Figure 1. Sequential cells coloured by netlist name (run 1).
The bar under the picture is 20 um long. Other sequential cells in the stronger grey, the rest of the logic in the fainter grey.
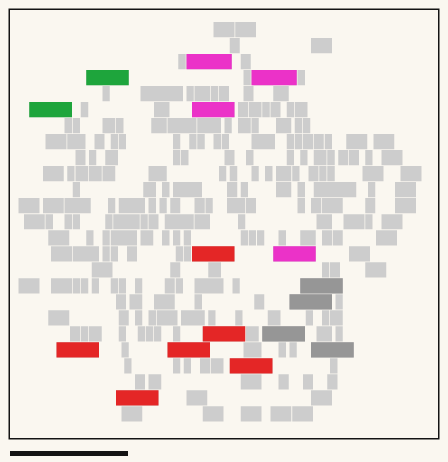
Figure 2. Placement view (run 1).
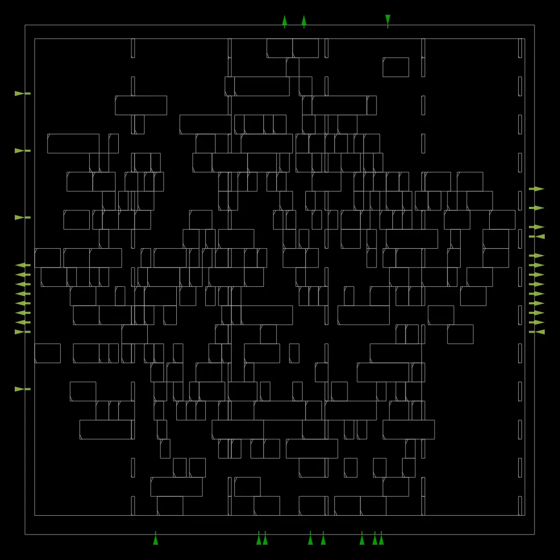
Figure 3. Supply network (run 1).
The bar under the picture is 20 um long. Pins as bars on the die edge. Tap cells in grey.
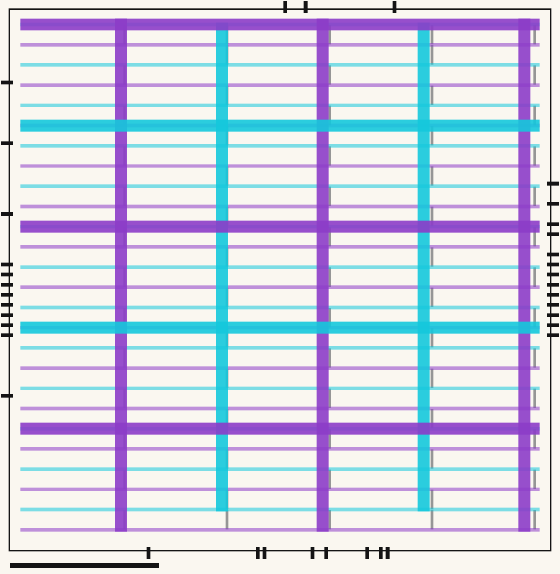
===== config.mk =====
export PLATFORM = sky130hd
export DESIGN_NAME = mc_control_fsm
export DESIGN_NICKNAME = d
export VERILOG_FILES = /design/src/rtl/ctrl_pkg.sv /design/src/rtl/instr_decoder.sv /design/src/rtl/mc_control_fsm.sv
export SDC_FILE = /design/constraint.sdc
export NUM_CORES = 1
export LEC_CHECK = 0
export ABC_AREA = 1
export CAP_MARGIN = 20
export CORE_UTILIZATION = 25
export DETAILED_ROUTE_END_ITERATION = 6
export GPL_ROUTABILITY_DRIVEN = 0
export PLACE_DENSITY = 0.49
export SETUP_SLACK_MARGIN = 0.15
export SLEW_MARGIN = 20
export SYNTH_ARGS = -nofsm -noshare
export SYNTH_HDL_FRONTEND = slang
export SYNTH_HIERARCHICAL = 1
export SYNTH_SLANG_ARGS = --single-unit

===== constraint.sdc =====
create_clock -name clk -period 3.4 [get_ports clk]
set_input_delay 0.51 -clock clk [delete_from_list [all_inputs] [get_ports clk]]
set_output_delay 0.51 -clock clk [all_outputs]
set_load 0.01 [all_outputs]

===== src/rtl/ctrl_pkg.sv =====
// ctrl_pkg: shared encodings for the multicycle ARM main controller.
//   - state encoding for the controller FSM
//   - immediate-extender class codes (ImmSrc)
//   - datapath mux select encodings (ALUSrcA, ALUSrcB, ResultSrc)
//   - ALU command codes and the data-processing Funct[4:1] opcodes
package ctrl_pkg;

   // Controller states
   typedef logic [3:0] state_t;
   localparam state_t S_FETCH   = 4'd0;
   localparam state_t S_DECODE  = 4'd1;
   localparam state_t S_MEMADR  = 4'd2;
   localparam state_t S_MEMRD   = 4'd3;
   localparam state_t S_MEMWB   = 4'd4;
   localparam state_t S_MEMWR   = 4'd5;
   localparam state_t S_EXECR   = 4'd6;
   localparam state_t S_EXECI   = 4'd7;
   localparam state_t S_ALUWB   = 4'd8;
   localparam state_t S_BRANCH  = 4'd9;
   localparam state_t S_UNKNOWN = 4'd10;

   // Immediate extender classes
   localparam logic [1:0] IMM_ROT = 2'b00;  // rotated imm8
   localparam logic [1:0] IMM_U12 = 2'b01;  // zero-extended imm12
   localparam logic [1:0] IMM_B24 = 2'b10;  // sign-extended imm24 << 2

   // ALU operand A select
   localparam logic [1:0] SRCA_RA  = 2'b00;
   localparam logic [1:0] SRCA_PC  = 2'b01;
   localparam logic [1:0] SRCA_ALT = 2'b10;  // branch target base

   // ALU operand B select
   localparam logic [1:0] SRCB_RD2  = 2'b00;
   localparam logic [1:0] SRCB_IMM  = 2'b01;
   localparam logic [1:0] SRCB_FOUR = 2'b10;

   // Result select
   localparam logic [1:0] RES_ALUOUT    = 2'b00;
   localparam logic [1:0] RES_DATA      = 2'b01;
   localparam logic [1:0] RES_ALURESULT = 2'b10;

   // ALU commands
   localparam logic [1:0] ALU_ADD = 2'b00;
   localparam logic [1:0] ALU_SUB = 2'b01;
   localparam logic [1:0] ALU_AND = 2'b10;
   localparam logic [1:0] ALU_ORR = 2'b11;

   // Instruction class, Instr[27:26]
   localparam logic [1:0] OP_DP  = 2'b00;
   localparam logic [1:0] OP_MEM = 2'b01;
   localparam logic [1:0] OP_BR  = 2'b10;
   localparam logic [1:0] OP_UNK = 2'b11;

   // Data-processing command field, Funct[4:1]
   localparam logic [3:0] CMD_ADD = 4'b0100;
   localparam logic [3:0] CMD_SUB = 4'b0010;
   localparam logic [3:0] CMD_CMP = 4'b1010;
   localparam logic [3:0] CMD_AND = 4'b0000;
   localparam logic [3:0] CMD_ORR = 4'b1100;

endpackage


===== src/rtl/instr_decoder.sv =====
// instr_decoder: purely combinational instruction field decode.
//   op          in  2  Instr[27:26]
//   funct       in  6  Instr[25:20]
//   alu_control out 2  ALU command for execute states
//   flag_mask   out 2  flag write enables before condition gating ([1]=NZ, [0]=CV)
//   imm_src     out 2  immediate class for the extender
//   is_cmp      out 1  compare: no register writeback
//   is_imm      out 1  data-processing with immediate operand
//   is_load     out 1  memory access is a load
//   illegal     out 1  unsupported instruction
module instr_decoder
   import ctrl_pkg::*;
(
   input  logic [1:0] op,
   input  logic [5:0] funct,
   output logic [1:0] alu_control,
   output logic [1:0] flag_mask,
   output logic [1:0] imm_src,
   output logic       is_cmp,
   output logic       is_imm,
   output logic       is_load,
   output logic       illegal
);

   logic [1:0] cmd_mask;

   always_comb begin
      alu_control = ALU_ADD;
      cmd_mask    = 2'b00;
      imm_src     = IMM_ROT;
      is_cmp      = 1'b0;
      illegal     = 1'b0;
      case (op)
         OP_DP: begin
            case (funct[4:1])
               CMD_ADD: begin alu_control = ALU_ADD; cmd_mask = 2'b11; end
               CMD_SUB: begin alu_control = ALU_SUB; cmd_mask = 2'b11; end
               CMD_CMP: begin alu_control = ALU_SUB; cmd_mask = 2'b11; is_cmp = 1'b1; end
               // Logical ops leave C and V untouched
               CMD_AND: begin alu_control = ALU_AND; cmd_mask = 2'b10; end
               CMD_ORR: begin alu_control = ALU_ORR; cmd_mask = 2'b10; end
               default: illegal = 1'b1;
            endcase
         end
         OP_MEM:  imm_src = IMM_U12;
         OP_BR:   imm_src = IMM_B24;
         OP_UNK:  illegal = 1'b1;
         default: illegal = 1'b1;
      endcase
   end

   // Flags only update when the S bit is set
   assign flag_mask = cmd_mask & {2{funct[0]}};
   assign is_imm    = funct[5];
   assign is_load   = funct[0];

endmodule


===== src/rtl/mc_control_fsm.sv =====
// mc_control_fsm: multicycle ARM main controller (Moore FSM) plus decoder.
//   clk        in   system clock, rising edge
//   reset      in   synchronous active-high reset
//   Op/Funct/Rd in  instruction fields from the instruction register
//   CondEx     in   condition check passed
//   MemReady   in   memory completes the current access this cycle
//   IRWrite, AdrSrc, ALUSrcA, ALUSrcB, ALUControl, ResultSrc, ImmSrc,
//   RegSrc, PCWrite, RegWrite, MemWrite, FlagW  out  datapath controls
//   Illegal    out  one-cycle pulse on an unsupported instruction
module mc_control_fsm
   import ctrl_pkg::*;
#(
   parameter state_t RESET_STATE = S_FETCH
)(
   input  logic       clk,
   input  logic       reset,
   input  logic [1:0] Op,
   input  logic [5:0] Funct,
   input  logic [3:0] Rd,
   input  logic       CondEx,
   input  logic       MemReady,
   output logic       IRWrite,
   output logic       AdrSrc,
   output logic [1:0] ALUSrcA,
   output logic [1:0] ALUSrcB,
   output logic [1:0] ALUControl,
   output logic [1:0] ResultSrc,
   output logic [1:0] ImmSrc,
   output logic [1:0] RegSrc,
   output logic       PCWrite,
   output logic       RegWrite,
   output logic       MemWrite,
   output logic [1:0] FlagW,
   output logic       Illegal
);

   state_t     state_reg, state_next, out_state;
   logic [1:0] op_reg;
   logic [5:0] funct_reg;
   logic [3:0] rd_reg;
   logic [1:0] op_sel;
   logic [5:0] funct_sel;

   logic [1:0] dec_alu_control, dec_flag_mask, dec_imm_src;
   logic       dec_is_cmp, dec_is_imm, dec_is_load, dec_illegal;

   // Fields are captured in DECODE; in DECODE itself the freshly written IR
   // is used directly so the branch to the execute path is known in time.
   always_ff @(posedge clk) begin
      if (reset) begin
         op_reg    <= 2'b00;
         funct_reg <= 6'b000000;
         rd_reg    <= 4'h0;
      end else if (state_reg == S_DECODE) begin
         op_reg    <= Op;
         funct_reg <= Funct;
         rd_reg    <= Rd;
      end
   end

   assign op_sel    = (state_reg == S_DECODE) ? Op    : op_reg;
   assign funct_sel = (state_reg == S_DECODE) ? Funct : funct_reg;

   instr_decoder u_dec (
      .op          (op_sel),
      .funct       (funct_sel),
      .alu_control (dec_alu_control),
      .flag_mask   (dec_flag_mask),
      .imm_src     (dec_imm_src),
      .is_cmp      (dec_is_cmp),
      .is_imm      (dec_is_imm),
      .is_load     (dec_is_load),
      .illegal     (dec_illegal)
   );

   always_comb begin
      state_next = state_reg;
      case (state_reg)
         S_FETCH:  if (MemReady) state_next = S_DECODE;
         S_DECODE: begin
            if (dec_illegal)           state_next = S_UNKNOWN;
            else if (op_sel == OP_MEM) state_next = S_MEMADR;
            else if (op_sel == OP_BR)  state_next = S_BRANCH;
            else if (dec_is_imm)       state_next = S_EXECI;
            else                       state_next = S_EXECR;
         end
         S_MEMADR: state_next = dec_is_load ? S_MEMRD : S_MEMWR;
         S_MEMRD:  if (MemReady) state_next = S_MEMWB;
         S_MEMWR:  if (MemReady) state_next = S_FETCH;
         S_EXECR,
         S_EXECI:  state_next = dec_is_cmp ? S_FETCH : S_ALUWB;
         S_MEMWB,
         S_ALUWB,
         S_BRANCH,
         S_UNKNOWN: state_next = S_FETCH;
         default:   state_next = S_FETCH;
      endcase
   end

   always_ff @(posedge clk) begin
      if (reset) state_reg <= RESET_STATE;
      else       state_reg <= state_next;
   end

   // While reset is high the datapath selects show FETCH values and every
   // write enable is held low, whatever state the register still holds.
   assign out_state = reset ? S_FETCH : state_reg;

   always_comb begin
      IRWrite    = 1'b0;
      AdrSrc     = 1'b0;
      ALUSrcA    = SRCA_RA;
      ALUSrcB    = SRCB_RD2;
      ALUControl = ALU_ADD;
      ResultSrc  = RES_ALUOUT;
      ImmSrc     = IMM_ROT;
      RegSrc     = 2'b00;
      PCWrite    = 1'b0;
      RegWrite   = 1'b0;
      MemWrite   = 1'b0;
      FlagW      = 2'b00;
      Illegal    = 1'b0;
      case (out_state)
         S_FETCH: begin
            ALUSrcA   = SRCA_PC;
            ALUSrcB   = SRCB_FOUR;
            ResultSrc = RES_ALURESULT;
            IRWrite   = MemReady;
            PCWrite   = MemReady;
         end
         S_DECODE: begin
            ALUSrcA = SRCA_PC;
            ALUSrcB = SRCB_FOUR;
         end
         S_MEMADR: begin
            ALUSrcB = SRCB_IMM;
            ImmSrc  = dec_imm_src;
         end
         S_MEMRD: AdrSrc = 1'b1;
         S_MEMWB: begin
            ResultSrc = RES_DATA;
            RegWrite  = CondEx;
            PCWrite   = CondEx & (rd_reg == 4'hF);
         end
         S_MEMWR: begin
            AdrSrc   = 1'b1;
            RegSrc   = 2'b10;
            MemWrite = CondEx;
         end
         S_EXECR: begin
            ALUControl = dec_alu_control;
            FlagW      = dec_flag_mask & {2{CondEx}};
         end
         S_EXECI: begin
            ALUSrcB    = SRCB_IMM;
            ImmSrc     = dec_imm_src;
            ALUControl = dec_alu_control;
            FlagW      = dec_flag_mask & {2{CondEx}};
         end
         S_ALUWB: begin
            RegWrite = CondEx;
            PCWrite  = CondEx & (rd_reg == 4'hF);
         end
         S_BRANCH: begin
            ALUSrcA   = SRCA_ALT;
            ALUSrcB   = SRCB_IMM;
            ImmSrc    = dec_imm_src;
            RegSrc    = 2'b01;
            ResultSrc = RES_ALURESULT;
            PCWrite   = CondEx;
         end
         S_UNKNOWN: Illegal = 1'b1;
         default: ;
      endcase
      if (reset) begin
         IRWrite  = 1'b0;
         PCWrite  = 1'b0;
         RegWrite = 1'b0;
         MemWrite = 1'b0;
         FlagW    = 2'b00;
         Illegal  = 1'b0;
      end
   end

endmodule


==> run_results.csv, run 1 <==
group,metric,value,unit
setup_path,rr_worst_depth,18,
setup_path,path_cells,"nor2_4 -> buf_4 -> buf_4 -> nand3_1 -> nand2_2 -> inv_1 -> ha_1 -> nand2_1 -> a31oi_2 -> nand2_1 -> nor2_1 -> clkdlybuf4s50_1",
routing,firstDrtPassIters,4,
die,dieArea,0.00528,mm2
status,status,"finished, final reports clean",
setup_path,end_kind,"primary output",
sta,maxSlewHeadroom,0.736,
sta,fmax,333,MHz
routing,routed-wl-met2,1.42,mm
sta,rsz0062_at_grt,"no",
clock_network,clockBufferDepth,2,
job,warnings,29,
finish,nets,261,
routing,avgRoutedWirePerCell,10.8,um
yosys,async_flop_share,0,
power,powerDensity,945,mW/mm2
clock_network,clkSinkCount,16,
sta,setup_tns,0,ns
setup_path,regToRegSetupSlack,1.31,ns
clock_network,clk_pin_slew_worst_paths,0.07,ns
worst_hold_path,holdPathStages,2,
-- Figure 1 (at the start) --
Key: state_reg = magenta [sequential cells 4, where north]; funct_reg = red [sequential cells 6, where south]; op_reg = green [sequential cells 2]
Another 4 sequential cells are not coloured.

-- Figure 2 (at the start) --
Core ar.: 0.00475 mm2
Final Non-Filler Cells: 307

-- Figure 3 (at the start) --
Key: VSS = purple; VDD = cyan
67 tap cells. 5 straps on met4. 5 straps on met5. 26 met1 rails follow the rows. The core has 25 rows.

run 1: worst max path at each step:
stage                                    from        to  slack (ns)  depth (start not counted)
floorplan           state_reg[1]$_SDFFE_PP0P_  FlagW[1]        1.03                         13
global placement                        Op[0]  FlagW[1]        0.47                         10
detailed placement                      Op[0]  FlagW[1]        0.46                         10
CTS                 state_reg[2]$_SDFFE_PP0P_  FlagW[1]        0.22                         12
global route        state_reg[3]$_SDFFE_PP0P_  FlagW[1]        0.17                         12
finish              state_reg[3]$_SDFFE_PP0P_  FlagW[1]        0.39                         12
run 1: final cells by class:
type                       count  area [um2]
sequential                    16         323
inverter                      34         128
clock buffer                   4        55.1
tap                           67        83.8
fill                         563        2980
multi-input combinational    141         757
timing repair buffer          45         425
run 1: routing by layer:
layer	global-route usage	vias up
met5	0	-
met4	0.0523	0
met3	0.0276	5
met2	0.220	34
li1	-	696
met1	0.178	571
run 1: cell usage in the layout, fill, tap and decap left out, types with 6 or more instances in the layout:
cell and instances:
dfxtp_1 14, nand2_2 6, a21oi_1 7, nand3_1 8, nor3_1 6, buf_4 10
inv_1 31, clkdlybuf4s50_1 35, nand2_1 39, nor2_1 30, o21ai_0 11
run 1: Yosys cell counts (2+ instances only):
cell | count | area [um2]
buf_6 | 2 | 22.5
nand3_2 | 2 | 20.0
or2_1 | 4 | 25.0
inv_1 | 31 | 116
o21ai_0 | 11 | 55.1
o21ai_1 | 5 | 25.0
nor2_1 | 30 | 113
nor2_4 | 2 | 22.5
nand2_2 | 6 | 37.5
nand4_1 | 2 | 12.5
inv_2 | 3 | 11.3
or2_2 | 2 | 12.5
nor3_1 | 6 | 30.0
a21oi_1 | 7 | 35.0
o21ai_2 | 2 | 17.5
nand2_1 | 39 | 146
nor2_2 | 4 | 25.0
clkbuf_1 | 3 | 11.3
ha_1 | 4 | 50.1
buf_4 | 3 | 22.5
dfxtp_1 | 16 | 320
nand3_1 | 8 | 40.0
run 1: repair_timing:
action,in CTS,in global routing
gates resized,0,5
buffers inserted,0,8
hold endpoints to repair,0,0
endpoints found under the setup margin,0,4
run 1: through the flow:
stage          hold WS (ns)  total power [uW]  cells   util
2_1_floorplan         0.453              1180    200      -
3_3_place_gp          0.468              1400    295  0.344
3_5_place_dp          0.477              1390    295  0.344
4_1_cts               0.493              1580    299  0.356
5_1_grt               0.517              1860    307  0.373
6_report              0.485              1670    307  0.373
run 1: kinds of logic after synthesis:
family	synth area share
and+or+nand+nor	0.424
buffers and inverters	0.151
AOI/OAI and AO/OA	0.128
DFF	0.257
adders and majority gates	0.0401
run 1: worst max-delay path: cells and delay by family, from the launching register on:
kind                     cells  cell delay [ns]
AND-OR/OR-AND                1             0.14
adder cells (fa/ha/maj)      1             0.21
buffers and inverters        4             0.94
flip-flops                   1             0.41
AND/OR/NAND/NOR              6             0.53
run 1: power by group:
part | total, uW | internal (uW) | switching (uW)
logic | 1180 | 472 | 713
clock network | 172 | 103 | 69.4
registers | 317 | 272 | 45.0
total | 1670 | 846 | 827
Figure 4. Cell density map (run 1).
The bar under the picture is 20 um long. The die is cut into 7 by 7 equal tiles; white is low, dark blue is high, 0 to 100% covered.
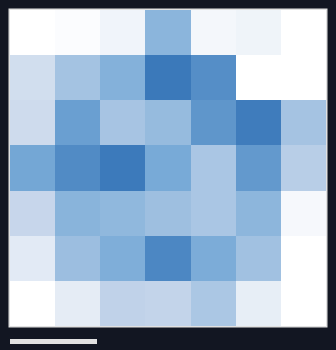

==> run 2: changes to the inputs <==
==> constraint.sdc (replaced) <==
create_clock -name clk -period 3.4 [get_ports clk]
set_input_delay 0.34 -clock clk [delete_from_list [all_inputs] [get_ports clk]]
set_output_delay 0.34 -clock clk [all_outputs]
set_load 0.01 [all_outputs]
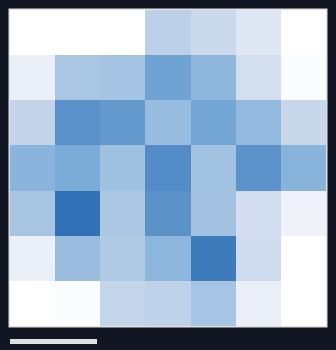
Figure 5: run 2, cell density map.
The bar under the picture is 20 um long. The die is cut into 7 by 7 equal tiles; white is low, dark blue is high, 0 to 100% covered.
The fullest tile reaches 74%. The mean over all tiles is 30%. 16% of the tiles are nearly empty.
Core Util at FP: 0.263
post-route core utilization: 0.354

==> run_results.csv, run 2 <==
group,metric,value,unit
yosys,synthTopCellsByArea,"dfxtp_1, nand2_1, inv_1",
yosys,ys_types,30,
status,status,"finished, final reports clean",
finish,nets,252,
sta,hold_violations,0,
yosys,largest_area_cell,"dfxtp_1",
setup_path,path_cells,"inv_1 -> nand2_1 -> nor2_8 -> or2_1 -> o21ai_1 -> inv_1 -> nor2_2 -> nand3_2 -> a31oi_2 -> nand2_1 -> nor2_1 -> clkdlybuf4s50_1",
routing,via_per_inst,4.14,
routing,vias,1234,
yosys,edf_count,0,
yosys,synth_top_area_share,0.257,
routing,avgRoutedWirePerCell,10.5,um
setup_path,required,3.06,ns
finish,mostFrequentLayoutCells,"nand2_1, clkdlybuf4s50_1, inv_1",
die,dieArea,0.00528,mm2
yosys,yosysWarnings,6,
clock_network,clockBufferDepth,2,
worst_hold_path,holdPathStages,2,
sta,rsz0062_at_grt,"no",
yosys,syn-num-nets,220,
yosys,yosys_cells,200,
setup_path,regToRegSetupSlack,1.11,ns
power,powerDensity,915,mW/mm2
sta,maxSlewHeadroom,0.687,
yosys,flop_cell,"dfxtp_1",
global_routing,grt_pass1_wl,5.22,mm
worst_hold_path,min_from,"rd_reg[0]$_SDFFE_PP0P_",
sta,holdWs,0.485,ns
finish,area_delta_synth_final,35.0,%
die,core_area,0.00475,mm2
clock_network,clk_pin_slew_worst_paths,0.07,ns
setup_path,rr_worst_depth,18,
routing,firstDrtPassIters,4,
yosys,most_common_cell,"nand2_1",
clock_network,clkSinkCount,16,
job,warnings,29,
setup_path,end_kind,"primary output",
sta,fmax,333,MHz
routing,antenna_left,0,
yosys,async_flop_share,0,
sta,setup_tns,0,ns
clock_network,postCtsHoldBufs,0,
setup_path,path_max_fanout,14,
finish,lay_top_count,"nand2_1",
die,io_pins,36,
yosys,top_cells_by_count,"nand2_1, inv_1, nor2_1",
-- run 2: repair_timing --
| action | 4_1_cts | 5_1_grt |
|---|---|---|
| setup buffers | 0 | 0 |
| endpoints found under the setup margin | 0 | 1 |
| resized | 0 | 1 |
-- run 2: where the power goes --
part | internal [uW] | switching, uW | leakage [uW]
Combinational | 385 | 657 | 0.000595
Clock | 103 | 66.1 | 0.0000288
Sequential | 271 | 60.1 | 0.000132
-- run 2: layout make-up --
| class | count | area, um2 |
|---|---|---|
| Multi-Input combinational cell | 141 | 739 |
| Tap cell | 67 | 83.8 |
| Inverter | 34 | 128 |
| Fill cell | 545 | 3070 |
| Clock buffer | 4 | 55.1 |
| Sequential cell | 16 | 322 |
| Timing Repair Buffer | 36 | 358 |
-- run 2: worst max-delay path by stage --
stage	startpoint	to	depth (start not counted)
CTS	state_reg[1]$_SDFFE_PP0P_	FlagW[1]	12
floorplan	state_reg[1]$_SDFFE_PP0P_	FlagW[1]	13
finish	state_reg[1]$_SDFFE_PP0P_	FlagW[1]	12
global route	state_reg[2]$_SDFFE_PP0P_	FlagW[1]	13
detailed placement	state_reg[1]$_SDFFE_PP0P_	FlagW[1]	12
global placement	state_reg[1]$_SDFFE_PP0P_	FlagW[1]	12
-- run 2: metal layers --
layer / GRT usage / wire, um / vias to the layer above
met4: 0.0458 / 33 / 0
met1: 0.178 / 1700 / 524
li1: - / - / 683
met5: 0 / 0 / -
met2: 0.194 / 1250 / 25
met3: 0.0221 / 163 / 2
-- run 2: logic make-up (layout without fill, tap and decap cells) --
group | count (synthesis) | after routing | synth area share
compound gates | 28 | 28 | 0.128
fa+ha+maj | 4 | 4 | 0.0401
buf+inv | 43 | 74 | 0.151
flops | 16 | 16 | 0.257
simple gates | 109 | 109 | 0.424
-- run 2: through the flow --
stage          power (uW)  cells  setup WS (ns)
6_report             1540    298          0.394
3_3_place_gp         1380    294          0.613
4_1_cts              1550    298          0.258
5_1_grt              1710    298          0.240
2_1_floorplan        1180    200           1.20
3_5_place_dp         1370    294          0.557
-- run 2: worst max-delay path, delay by kind of cell, from the launching register on --
family          cells  cell delay, ns
simple gates        7            1.01
buf+inv             3            0.74
flops               1            0.44
compound gates      2            0.23
Power and IR drop assume default switching activity.
